### config.mk
export PLATFORM = sky130hd
export DESIGN_NAME = spi_reg_bank
export DESIGN_NICKNAME = d
export VERILOG_FILES = /design/src/rtl/spi_regmap_pkg.sv /design/src/rtl/sync_edge.sv /design/src/rtl/spi_reg_bank.sv
export SDC_FILE = /design/constraint.sdc
export NUM_CORES = 1
export LEC_CHECK = 0
export CAP_MARGIN = 15
export CORE_MARGIN = 2
export CORE_UTILIZATION = 30
export DETAILED_ROUTE_END_ITERATION = 12
export PLACE_DENSITY = 0.55
export SETUP_SLACK_MARGIN = 0.1
export SYNTH_ARGS = -nofsm -noshare
export SYNTH_HDL_FRONTEND = slang
export SYNTH_HIERARCHICAL = 1
export SYNTH_SLANG_ARGS = --single-unit
### constraint.sdc
create_clock -name clk -period 3.6 [get_ports clk]
set_clock_uncertainty 0.2 [all_clocks]
set_input_delay 0.72 -clock clk [delete_from_list [all_inputs] [get_ports clk]]
set_output_delay 0.72 -clock clk [all_outputs]
set_load 0.02 [all_outputs]
### src/rtl/spi_regmap_pkg.sv
// Register map, frame layout and FSM encoding shared by the SPI register bank.
package spi_regmap_pkg;

  localparam int unsigned FRAME_BITS = 16;
  localparam int unsigned MAX_ADDR   = 4;
  localparam int unsigned ADDR_W     = 7;
  localparam int unsigned DATA_W     = 8;

  localparam logic [ADDR_W-1:0] ADDR_EN_OUT_LO = 7'h00;
  localparam logic [ADDR_W-1:0] ADDR_EN_OUT_HI = 7'h01;
  localparam logic [ADDR_W-1:0] ADDR_EN_PWM_LO = 7'h02;
  localparam logic [ADDR_W-1:0] ADDR_EN_PWM_HI = 7'h03;
  localparam logic [ADDR_W-1:0] ADDR_DUTY      = 7'h04;

  typedef enum logic [1:0] {
    ST_IDLE   = 2'd0,
    ST_SHIFT  = 2'd1,
    ST_COMMIT = 2'd2
  } state_e;

  // One SPI frame as it sits in the shift register after 16 bits
  typedef struct packed {
    logic              rw;
    logic [ADDR_W-1:0] addr;
    logic [DATA_W-1:0] data;
  } frame_t;

endpackage

### src/rtl/sync_edge.sv
// Multi-flop synchroniser with rise/fall pulses taken from the last stage.
module sync_edge #(
  parameter int unsigned STAGES  = 2,
  parameter logic        RST_VAL = 1'b0
) (
  input  logic clk,
  input  logic rst_n,
  input  logic d_i,
  output logic s_o,
  output logic rise_c_o,
  output logic fall_c_o
);

  logic [STAGES-1:0] sync_q;
  logic              last_q;

  // Synchroniser chain plus one history flop, preset to the pin's idle level
  always_ff @(posedge clk or negedge rst_n) begin
    if (!rst_n) begin
      sync_q <= {STAGES{RST_VAL}};
      last_q <= RST_VAL;
    end else begin
      sync_q <= {sync_q[STAGES-2:0], d_i};
      last_q <= sync_q[STAGES-1];
    end
  end

  assign s_o      = sync_q[STAGES-1];
  assign rise_c_o = sync_q[STAGES-1] & ~last_q;
  assign fall_c_o = ~sync_q[STAGES-1] & last_q;

endmodule

### src/rtl/spi_reg_bank.sv
// SPI mode-0 write-only register bank driving the PWM control inputs.
module spi_reg_bank
  import spi_regmap_pkg::*;
#(
  parameter int unsigned SYNC_STAGES = 2
) (
  input  logic       clk,
  input  logic       rst_n,
  input  logic       ncs,
  input  logic       sclk,
  input  logic       copi,
  output logic [7:0] en_out_7_0,
  output logic [7:0] en_out_15_8,
  output logic [7:0] en_pwm_7_0,
  output logic [7:0] en_pwm_15_8,
  output logic [7:0] pwm_duty_cycle,
  output logic       wr_pulse
);

  localparam int unsigned       CNT_W    = 5;
  localparam logic [CNT_W-1:0]  CNT_FULL = CNT_W'(FRAME_BITS);
  localparam logic [CNT_W-1:0]  CNT_SAT  = CNT_W'(FRAME_BITS + 1);

  logic ncs_s, ncs_rise_c, ncs_fall_c;
  logic sclk_s, sclk_rise_c, sclk_fall_c;
  logic copi_s, copi_rise_c, copi_fall_c;
  logic unused_c;

  state_e                  state_q;
  logic [CNT_W-1:0]        cnt_q;
  logic [FRAME_BITS-1:0]   sr_q;
  logic [DATA_W-1:0]       en_out_lo_q, en_out_hi_q, en_pwm_lo_q, en_pwm_hi_q, duty_q;
  logic                    wr_pulse_q;

  frame_t frame_c;
  logic   wr_ok_c;

  sync_edge #(.STAGES(SYNC_STAGES), .RST_VAL(1'b1)) u_sync_ncs (
    .clk(clk), .rst_n(rst_n), .d_i(ncs),
    .s_o(ncs_s), .rise_c_o(ncs_rise_c), .fall_c_o(ncs_fall_c)
  );

  sync_edge #(.STAGES(SYNC_STAGES), .RST_VAL(1'b0)) u_sync_sclk (
    .clk(clk), .rst_n(rst_n), .d_i(sclk),
    .s_o(sclk_s), .rise_c_o(sclk_rise_c), .fall_c_o(sclk_fall_c)
  );

  sync_edge #(.STAGES(SYNC_STAGES), .RST_VAL(1'b0)) u_sync_copi (
    .clk(clk), .rst_n(rst_n), .d_i(copi),
    .s_o(copi_s), .rise_c_o(copi_rise_c), .fall_c_o(copi_fall_c)
  );

  // Synchroniser outputs this block has no use for
  assign unused_c = ^{sclk_s, sclk_fall_c, copi_rise_c, copi_fall_c};

  // Frame validity: exactly 16 bits, write flag set, implemented address
  always_comb begin
    frame_c = frame_t'(sr_q);
    wr_ok_c = (cnt_q == CNT_FULL) && frame_c.rw &&
              (frame_c.addr <= ADDR_W'(MAX_ADDR));
  end

  // Frame FSM, deserialiser and register file
  always_ff @(posedge clk or negedge rst_n) begin
    if (!rst_n) begin
      state_q     <= ST_IDLE;
      cnt_q       <= '0;
      sr_q        <= '0;
      en_out_lo_q <= '0;
      en_out_hi_q <= '0;
      en_pwm_lo_q <= '0;
      en_pwm_hi_q <= '0;
      duty_q      <= '0;
      wr_pulse_q  <= 1'b0;
    end else begin
      wr_pulse_q <= 1'b0;
      case (state_q)
        ST_IDLE: begin
          if (ncs_fall_c) begin
            state_q <= ST_SHIFT;
            cnt_q   <= '0;
            sr_q    <= '0;
          end
        end
        ST_SHIFT: begin
          // A deselect wins over an sclk edge seen in the same clock
          if (ncs_rise_c) begin
            state_q <= ST_COMMIT;
          end else if (sclk_rise_c && !ncs_s) begin
            sr_q <= {sr_q[FRAME_BITS-2:0], copi_s};
            if (cnt_q != CNT_SAT) begin
              cnt_q <= cnt_q + CNT_W'(1);
            end
          end
        end
        ST_COMMIT: begin
          if (wr_ok_c) begin
            wr_pulse_q <= 1'b1;
            case (frame_c.addr)
              ADDR_EN_OUT_LO: en_out_lo_q <= frame_c.data;
              ADDR_EN_OUT_HI: en_out_hi_q <= frame_c.data;
              ADDR_EN_PWM_LO: en_pwm_lo_q <= frame_c.data;
              ADDR_EN_PWM_HI: en_pwm_hi_q <= frame_c.data;
              ADDR_DUTY:      duty_q      <= frame_c.data;
              default: ;
            endcase
          end
          // A new select arriving during commit is not lost
          if (ncs_fall_c) begin
            state_q <= ST_SHIFT;
            cnt_q   <= '0;
            sr_q    <= '0;
          end else begin
            state_q <= ST_IDLE;
          end
        end
        default: state_q <= ST_IDLE;
      endcase
    end
  end

  assign en_out_7_0     = en_out_lo_q;
  assign en_out_15_8    = en_out_hi_q;
  assign en_pwm_7_0     = en_pwm_lo_q;
  assign en_pwm_15_8    = en_pwm_hi_q;
  assign pwm_duty_cycle = duty_q;
  assign wr_pulse       = wr_pulse_q;

endmodule

==> results.ini, run 1 <==
[worst_setup_path]
worstRegToRegCells = 5
endpoint_kind = primary output
crit_chain = clkdlybuf4s50_1
cp_num_cells = 1
cp-endpoint = pwm_duty_cycle[0]
worst-path-buf-inv = 1
cp_slowest_stage_delay_ps = 620

[final_layout]
final_core_util_pct = 39.3
nNonClkBuffers = 50
largestClassByArea = flip-flops and latches
layout-drive-gt1-share_pct = 29.7
nNonClkInverters = 6
flops = 72
ff_latch_area_um2 = 1810
nMultiInputCombCells = 103

[pwr]
p_comb_uw = 92.0
p_per_area_nw_per_um2 = 415
intPower_uw = 1140
total_power_uw = 1500
combPwrFrac_pct = 6.1
leakagePower_uw = 0.00174
seq_power_share_pct = 55.9

[outcome]
status = complete, no violations

[timing]
fin_ws_ps = 1320
finalMaxSlewViolations = 0
min_period_ps = 2280
fin_setup_tns_ps = 0
hold_viol_final = 0

[hold_path]
hold_path_end = u_sync_copi/sync_q[1]
min_path_cells = 0
hold_start = u_sync_copi/sync_q[0]

[job]
cap_violations = 0

[clock_tree]
cts_resized = 0
cts_sinks = 72
cts_made_buffers = 9
clkTransAtPathRegs_ps = 70
postCtsHoldBufs = 0

[global_routing]
overflow = 0
grt_pass1_vias = 1801
grt_use_total_pct = 12.8
grt_first_pass_wirelength_mm = 9.81

[synth]
synth_area_um2 = 2840
fp_nets = 193
syn_inst = 185
yosysWarnings = 6

[die]
boundaryPins = 46

[place]
pre_cts_ws_ps = 1300
finalWeightedCongestion = 0.721

[route]
drt-initial-drc-count = 55

==> run 1: flip-flops by register name (all words and copies together), names as in the netlist, 2 cells and up <==
signal and cells:
pwm_duty_cycle 8, en_pwm_15_8 8, state_q 2, u_sync_copi/sync_q 2, en_out_15_8 8, en_pwm_7_0 8, u_sync_ncs/sync_q 2, en_out_7_0 8
cnt_q 5, frame_c 16, u_sync_sclk/sync_q 2
==> run 1: stage by stage <==
step / cell area [um2] / std cells
floorplan: 2840 / 185
global placement: 3440 / 341
detailed placement: 3440 / 342
CTS: 3620 / 357
global route: 3620 / 357
finish: 3620 / 357
==> run 1: layer usage <==
layer	part of all wire [%]	GRT usage, %	vias to the layer above
met5	0	0	-
met4	2.3	6.86	0
met3	3.9	2.90	11
met2	44	18.0	35
met1	50	18.2	870
li1	-	-	804
Figure 1. Clock network drawn from the DEF (run 1).
Scale: 6 px per um.
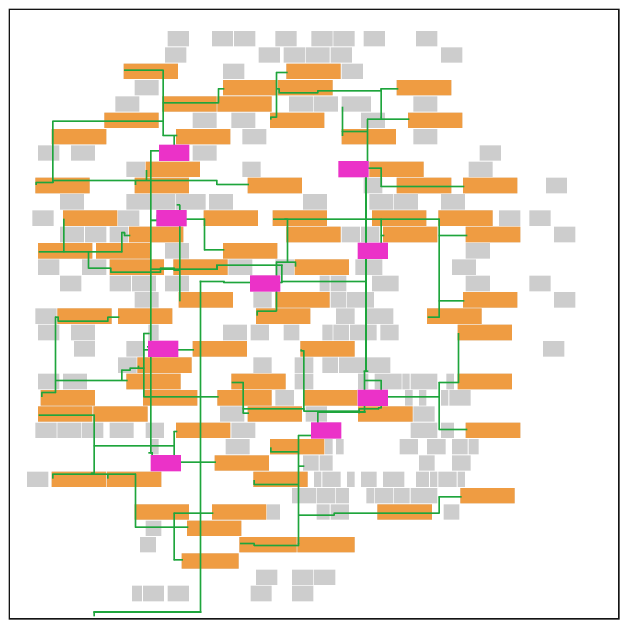
legend:
  clock wires:
    color: green
    length: 913 um
  flip-flops:
    color: orange
    count: 72
  clock drivers:
    color: magenta
    count: 9
routed clock nets: 10
flops lie: all over the die
Power Clock: 569 uW
Clock power frac: 37.9%
clk latency late pin: 340 ps

Figure 2. PDN straps and rails (run 1).
Scale: 4 px per um. Pins as bars on the die edge.
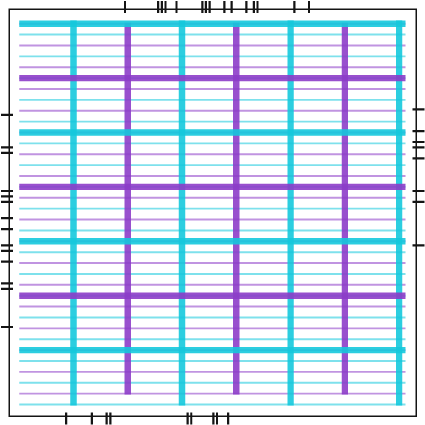
legend:
  VDD:
    color: purple
  VSS:
    color: cyan
met4 straps: 7
rows: 35
met5 straps: 7
met1 rails: 36
signal pins: 46
DIE WIDTH: 101 um
die height: 101 um

Figure 3. Register map, names as in the netlist (run 1).
Scale: 4 px per um. Other sequential cells in the stronger gray, the rest of the logic in the fainter gray.
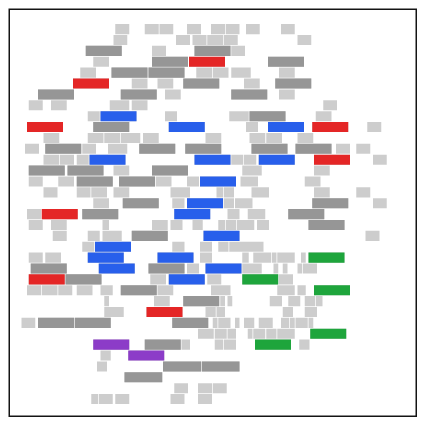
legend:
  `cnt_q`:
    color: green
    placed_flops: 5
  `en_pwm_7_0`:
    color: red
    placed_flops: 8
  `u_sync_sclk/sync_q`:
    color: purple
    placed_flops: 2
  `frame_c`:
    color: blue
    placed_flops: 16
    where: middle
not colored: 41
sequential cell area share: 49.9%
sequential power: 839 uW

==> run 2: changes to the inputs <==
- PLACE_DENSITY: 0.55 -> 0.57
- clock period: 3.6 -> 2 ns (I/O delays scaled with it)
Figure 4. PDN straps and rails (run 2).
Scale: 4 px per um. Pins as bars on the die edge.
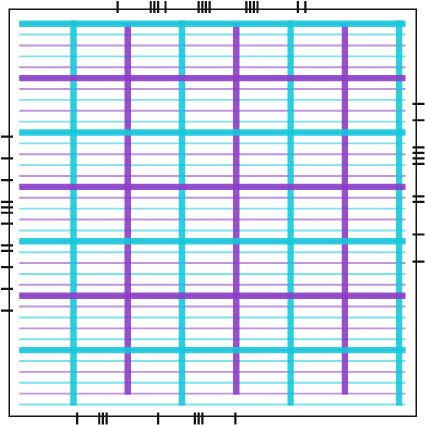
legend:
  VSS:
    color: cyan
  VDD:
    color: purple
rows: 35
signal pins: 46
met1 rails: 36
core area: 9200 um2
peak supply drop: 363 uV

==> results.ini, run 2 <==
[outcome]
status = complete, no violations

[global_routing]
grt_use_total_pct = 13.1
grt_util_met2_pct = 19.5
grt_pass1_vias = 1870
grt_first_pass_wirelength_mm = 9.94
gr-usage-met1_pct = 17.9
grt.busiest_layer = met2
use_met3_pct = 2.69
overflow = 0

[hold_path]
hold_path_end = u_sync_sclk/sync_q[1]
min_path_cells = 0
hold_start = u_sync_sclk/sync_q[0]

[timing]
finalMaxSlewViolations = 0
hold_viol_final = 0

[pwr]
seq_power_share_pct = 46.8
leakagePower_uw = 0.00208
intPower_uw = 2450

[route]
routed.top_layer = met4
met3_length_um = 188
m1WireLength_mm = 3.02
wl_met2_mm = 2.99

[final_layout]
ff_latch_area_um2 = 1810
fin_cells = 381

[clock_tree]
clkLatencyLatePin_ps = 350
postCtsHoldBufs = 1
cts_sinks = 72

[die]
boundaryPins = 46

[worst_setup_path]
cp-endpoint = en_pwm_7_0[1]
endpoint_kind = flip-flop
crit_chain = inv_2 -> ha_4 -> nor4b_4 -> buf_6 -> nand4_4 -> buf_4 -> mux2_2
worstRegToRegCells = 7
cp_num_cells = 7
worst-path-buf-inv = 3

[place]
dp_cells = 357

Figure 5. Clock network drawn from the DEF (run 2).
Scale: 6 px per um.
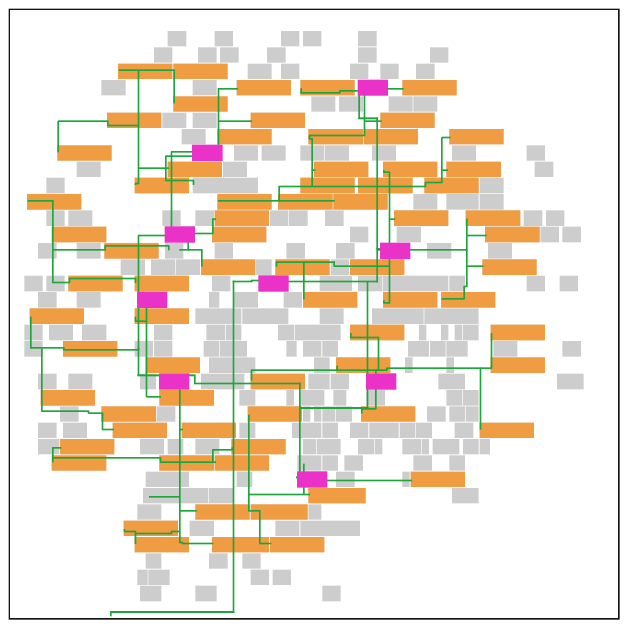
legend:
  clock wires:
    color: green
    length: 921 um
  flip-flops:
    color: orange
    count: 72
  clock drivers:
    color: magenta
    count: 9
routed clock nets: 10
Power Clock: 1430 uW
Clock power frac: 44.5%

[run 2: area by class of cell]
class	count	area share [%]
clock inverters	7	3.22
clock buffers	9	3.13
well taps	111	3.50
multi-input cells	104	27.7
repair buffers	72	16.3
inverters	6	0.568
flip-flops and latches	72	45.6
[run 2: through the flow]
stage | power, uW | TNS (ps) | area, um2 | setup slack, ps | util, %
after CTS | 3230 | 0 | 3860 | 101 | 41.9
final | 3210 | 0 | 3960 | 135 | 43.1
after global placement | 1740 | -526 | 3590 | -67.6 | 39.0
after detailed placement | 1740 | -938 | 3590 | -102 | 39.0
after global routing | 3340 | 0 | 3960 | 65.3 | 43.1
after floorplan | 1640 | 0 | 2850 | 115 | -
==> run 3: changes to the inputs <==
- ABC_AREA: not set -> 0
Figure 6. Placed cells, one color a class (run 3).
Scale: 4 px per um. Fill, decap, tap and diode cells in gray.
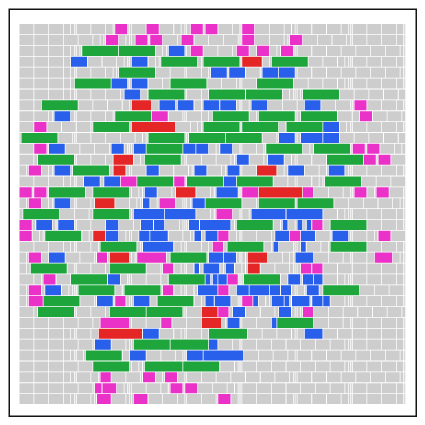
legend:
  flops:
    color: green
    cells: 72
  combinational and other logic:
    color: blue
    cells: 110
  other buffers and delay cells:
    color: magenta
    cells: 72
  clock drivers and dummy loads:
    color: red
    cells: 16
sequential cell area share: 45.6%
row cnt: 35

==> results.ini, run 3 <==
[clock_tree]
cts_resized = 47
cts_made_buffers = 9

[pwr]
p_clk_share_pct = 44.5
seq_power_share_pct = 46.8
p_comb_uw = 278
peakVddDrop_uv = 363

[hold_path]
min_path_cells = 0

[die]
coreArea_um2 = 9200
fp.dieW_um = 101
boundaryPins = 46

[worst_setup_path]
cp_num_cells = 7
crit_chain = inv_2 -> ha_4 -> nor4b_4 -> buf_6 -> nand4_4 -> buf_4 -> mux2_2

[route]
drt-initial-drc-count = 84
routed.top_layer = met4

[outcome]
status = complete, no violations

[final_layout]
design_area_um2 = 3960
layout-drive-gt1-share_pct = 38.5
fin_cells = 381

[synth]
fp_nets = 193
yosysWarnings = 6
synth_area_um2 = 2840
syn_inst = 185

[timing]
min_period_ps = 1860
hold_viol_final = 0

[global_routing]
overflow = 0
grt_pass1_vias = 1870

[place]
pre_cts_ws_ps = -102

Figure 7. Register map, names as in the netlist (run 3).
Scale: 4 px per um. Other sequential cells in the stronger gray, the rest of the logic in the fainter gray.
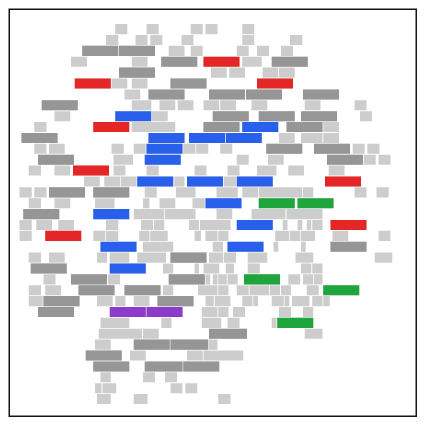
legend:
  `cnt_q`:
    color: green
    placed_flops: 5
  `frame_c`:
    color: blue
    placed_flops: 16
    where: middle
  `u_sync_sclk/sync_q`:
    color: purple
    placed_flops: 2
  `en_pwm_7_0`:
    color: red
    placed_flops: 8
not colored: 41
flip-flop and latch area: 1810 um2
sequential power: 1500 uW
Layout Utilization: 43.1%

-- run 3: worst paths after layout --
check | from | slack, ps | end
max | cnt_q[1] | 140 | en_pwm_7_0[1]
min | u_sync_sclk/sync_q[0] | 150 | u_sync_sclk/sync_q[1]
max reg2reg | cnt_q[1] | 140 | en_pwm_7_0[1]
min reg2reg | u_sync_sclk/sync_q[0] | 150 | u_sync_sclk/sync_q[1]
max in group asynchronous | rst_n | 920 | frame_c[2]
min in group asynchronous | rst_n | 370 | u_sync_sclk/last_q
-- run 3: final cells by class --
cell class	count	share of cell area (%)
Timing Repair Buffer	72	16.3
Inverter	6	0.568
Sequential cell	72	45.6
Clock buffer	9	3.13
Tap cell	111	3.50
Clock inverter	7	3.22
Multi-Input combinational cell	104	27.7
Power is estimated from default activity; no workload was simulated.
